**Floorplan with the power grid**

Bar = 20 um. Pins as bars on the die edge. Tap cells in grey.
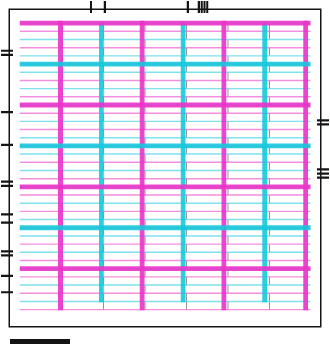
**Cell classes on the final placement**

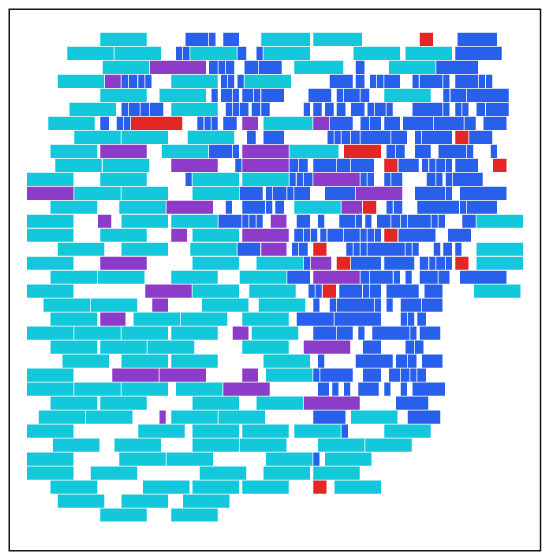
**Clock wires, drivers and flops**

Bar = 20 um.
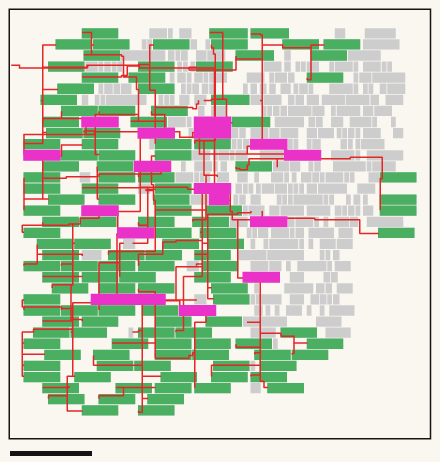
**Routed metal, one colour a layer**

Bar = 20 um. Only two layers are drawn.
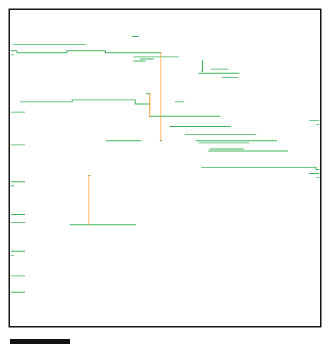
--- config.mk ---
export PLATFORM = sky130hd
export DESIGN_NAME = tmds_channel_sequencer
export DESIGN_NICKNAME = d
export VERILOG_FILES = /design/src/rtl/tmds_channel_sequencer.sv
export SDC_FILE = /design/constraint.sdc
export NUM_CORES = 1
export LEC_CHECK = 0
export ABC_AREA = 1
export CORE_AREA = 3 3 100 102
export CTS_CLUSTER_SIZE = 14
export DETAILED_ROUTE_END_ITERATION = 10
export DIE_AREA = 0 0 103 105
export DONT_BUFFER_PORTS = 1
export PLACE_DENSITY = 0.7
export SLEW_MARGIN = 20
export SYNTH_ARGS = -nofsm -noshare
export SYNTH_HDL_FRONTEND = slang
export SYNTH_SLANG_ARGS = --single-unit
export TNS_END_PERCENT = 20
--- constraint.sdc ---
create_clock -name clk_in -period 7.1 [get_ports clk_in]
set_input_delay 0.71 -clock clk_in [delete_from_list [all_inputs] [get_ports clk_in]]
set_output_delay 0.71 -clock clk_in [all_outputs]
set_load 0.02 [all_outputs]
--- src/rtl/tmds_channel_sequencer.sv ---
// One TMDS colour channel for an HDMI/DVI transmitter. Pixels are delayed LEAD cycles
// so that the video preamble and guard band can be emitted in front of active video.
module tmds_channel_sequencer #(
    parameter int CHANNEL  = 0,
    parameter bit GUARD_EN = 1'b1
) (
    input  logic       clk_in,
    input  logic       rst_n_in,
    input  logic [7:0] data_in,
    input  logic [1:0] control_in,
    input  logic       ve_in,
    output logic [9:0] tmds_out,
    output logic       err_out
);

    localparam int LEAD    = 10;
    localparam int PRE_LEN = 8;

    localparam logic [1:0] ST_CTRL     = 2'd0;
    localparam logic [1:0] ST_PREAMBLE = 2'd1;
    localparam logic [1:0] ST_GUARD    = 2'd2;
    localparam logic [1:0] ST_VIDEO    = 2'd3;

    localparam logic [9:0] GUARD_WORD = (CHANNEL == 1) ? 10'b0100110011 : 10'b1011001100;

    typedef struct packed {
        logic       ve;
        logic [1:0] ctrl;
        logic [7:0] data;
    } stage_t;

    function automatic logic [9:0] ctrl_token(input logic [1:0] c);
        case (c)
            2'b00:   return 10'b1101010100;
            2'b01:   return 10'b0010101011;
            2'b10:   return 10'b0101010100;
            default: return 10'b1010101011;
        endcase
    endfunction

    // Transition-minimisation stage: q[8]=1 marks the XOR chain, q[8]=0 the XNOR chain.
    function automatic logic [8:0] tm_choice(input logic [7:0] d);
        logic [3:0] n1;
        logic       use_xnor;
        logic [8:0] q;
        n1 = '0;
        for (int i = 0; i < 8; i++) n1 = n1 + 4'(d[i]);
        use_xnor = (n1 > 4'd4) || (n1 == 4'd4 && !d[0]);
        q    = '0;
        q[0] = d[0];
        for (int i = 1; i < 8; i++) q[i] = use_xnor ? ~(q[i-1] ^ d[i]) : (q[i-1] ^ d[i]);
        q[8] = ~use_xnor;
        return q;
    endfunction

    stage_t            r_dl [LEAD];
    logic [1:0]        r_state;
    logic [3:0]        r_phase;
    logic signed [4:0] r_cnt;

    stage_t            w_d;
    logic              w_any_ve;
    logic              w_rise;
    logic              w_start;
    logic              w_short;
    logic [1:0]        w_state;
    logic [3:0]        w_phase;
    logic [1:0]        w_pre_ctrl;
    logic [8:0]        w_qm;
    logic [3:0]        w_n1;
    logic signed [4:0] w_diff;
    logic signed [4:0] w_cnt_next;
    logic [9:0]        w_video;

    assign w_d        = r_dl[LEAD-1];
    assign w_rise     = ve_in && !r_dl[0].ve;
    assign w_start    = GUARD_EN && w_rise && !w_any_ve
                        && (r_state == ST_CTRL || r_state == ST_VIDEO);
    assign w_short    = GUARD_EN && w_rise && w_any_ve;
    assign w_pre_ctrl = (CHANNEL == 0) ? w_d.ctrl : ((CHANNEL == 1) ? 2'b01 : 2'b00);
    assign w_qm       = tm_choice(w_d.data);

    // NOTE: every always_comb output is given a default first so no path can infer a latch.
    always_comb begin
        w_any_ve = 1'b0;
        for (int i = 0; i < LEAD; i++) w_any_ve = w_any_ve | r_dl[i].ve;
    end

    // The next state is also the mode of the symbol registered at this edge, so the
    // first preamble symbol appears the cycle after ve_in rises.
    always_comb begin
        w_state = ST_CTRL;
        w_phase = '0;
        case (r_state)
            ST_PREAMBLE: begin
                if (r_phase == 4'(PRE_LEN - 1)) begin
                    w_state = ST_GUARD;
                end else begin
                    w_state = ST_PREAMBLE;
                    w_phase = r_phase + 4'd1;
                end
            end
            ST_GUARD: begin
                if (r_phase == 4'd0) begin
                    w_state = ST_GUARD;
                    w_phase = 4'd1;
                end else begin
                    w_state = w_d.ve ? ST_VIDEO : ST_CTRL;
                end
            end
            default: begin
                if (w_start) w_state = ST_PREAMBLE;
                else         w_state = w_d.ve ? ST_VIDEO : ST_CTRL;
            end
        endcase
    end

    // DC balancing; w_diff is n1 - n0 of q_m[7:0], always within -8..+8.
    always_comb begin
        w_n1 = '0;
        for (int i = 0; i < 8; i++) w_n1 = w_n1 + 4'(w_qm[i]);
        w_diff     = $signed({w_n1, 1'b0}) - 5'sd8;
        w_video    = '0;
        w_cnt_next = r_cnt;
        if (r_cnt == 5'sd0 || w_n1 == 4'd4) begin
            w_video    = {~w_qm[8], w_qm[8], w_qm[8] ? w_qm[7:0] : ~w_qm[7:0]};
            w_cnt_next = w_qm[8] ? (r_cnt + w_diff) : (r_cnt - w_diff);
        end else if ((r_cnt > 5'sd0 && w_n1 > 4'd4) || (r_cnt < 5'sd0 && w_n1 < 4'd4)) begin
            w_video    = {1'b1, w_qm[8], ~w_qm[7:0]};
            w_cnt_next = r_cnt - w_diff + (w_qm[8] ? 5'sd2 : 5'sd0);
        end else begin
            w_video    = {1'b0, w_qm[8], w_qm[7:0]};
            w_cnt_next = r_cnt + w_diff - (w_qm[8] ? 5'sd0 : 5'sd2);
        end
    end

    // NOTE: the delay line is reset stage by stage so a fresh line never looks like video.
    always_ff @(posedge clk_in or negedge rst_n_in) begin
        if (!rst_n_in) begin
            for (int i = 0; i < LEAD; i++) r_dl[i] <= '0;
        end else begin
            r_dl[0] <= {ve_in, control_in, data_in};
            for (int i = 1; i < LEAD; i++) r_dl[i] <= r_dl[i-1];
        end
    end

    // NOTE: state is updated with non-blocking assignments so all registers see pre-edge values.
    always_ff @(posedge clk_in or negedge rst_n_in) begin
        if (!rst_n_in) begin
            tmds_out <= 10'b1101010100;
            err_out  <= 1'b0;
            r_cnt    <= '0;
            r_state  <= ST_CTRL;
            r_phase  <= '0;
        end else begin
            r_state <= w_state;
            r_phase <= w_phase;
            err_out <= w_short;
            case (w_state)
                ST_PREAMBLE: begin
                    tmds_out <= ctrl_token(w_pre_ctrl);
                    r_cnt    <= '0;
                end
                ST_GUARD: begin
                    tmds_out <= GUARD_WORD;
                    r_cnt    <= '0;
                end
                ST_VIDEO: begin
                    tmds_out <= w_video;
                    r_cnt    <= w_cnt_next;
                end
                default: begin
                    tmds_out <= ctrl_token(w_d.ctrl);
                    r_cnt    <= '0;
                end
            endcase
        end
    end

endmodule

==> results.ini <==
[synthesis]
async_flop_share_pct = 100
mux_share_pct = 0
floorplan.nets = 435
netlist_area_um2 = 5030
ys_sh_simple_pct = 11.5
top_cells_by_count = dfrtp_1 (126), inv_1 (51), nand2_1 (46)
synthCells = 385
syn_area_per_cell_um2 = 13.1

[clocking]
cts_tree = built
clk_pin_slew_ps = 60

[run_status]
status = completed

[setup_path]
rr_worst_depth = 26
cp.required_ps = 7520
startpoint_type = register
crit_path_end = r_cnt[4]$_DFF_PN0_
r2r_end = r_cnt[4]$_DFF_PN0_

[layout]
antennaDiodeCount = 0
multi_input_comb_cells = 200
syn_to_final_growth_pct = 20.2
inverters_excl_clock = 52

[final_timing]
fin_ws_ps = 185
skew_ps = 9.37
holdWs_ps = 50.3
slew_headroom_pct = 62.1
max_freq_mhz = 145

[run]
maxCapViolations = 0

[detailed_routing]
wl_met1_mm = 3.42

[place]
dpl_cell_area_um2 = 5170

[die]
rows = 35
n_tap_cell = 111

[grt]
use_met1_pct = 21.2

About 'floorplan with the power grid':
| colour | net |
|---|---|
| cyan | VDD |
| magenta | VSS |
signal pins: 24
met1 rails: 36

About 'cell classes on the final placement':
| colour | class | cells | share of their area |
|---|---|---|---|
| red | other buffers and delay cells | 13 | 2.2% |
| cyan | flip-flops | 131 | 56% |
| purple | clock drivers and dummy loads | 32 | 10% |
| blue | all other logic | 252 | 32% |
final core occ: 65.8%
Seq/total area: 54.3%
fin area: 6050 um^2

About 'clock wires, drivers and flops':
[green] flip-flops | count: 131
[red] clock wires | length: 1520 um
[magenta] cells driving clock nets | count: 17
routed clock nets: 18

About 'routed metal, one colour a layer':
| colour | layer | wire length |
|---|---|---|
| orange | met4 | 53.0 um |
| green | met3 | 442 um |

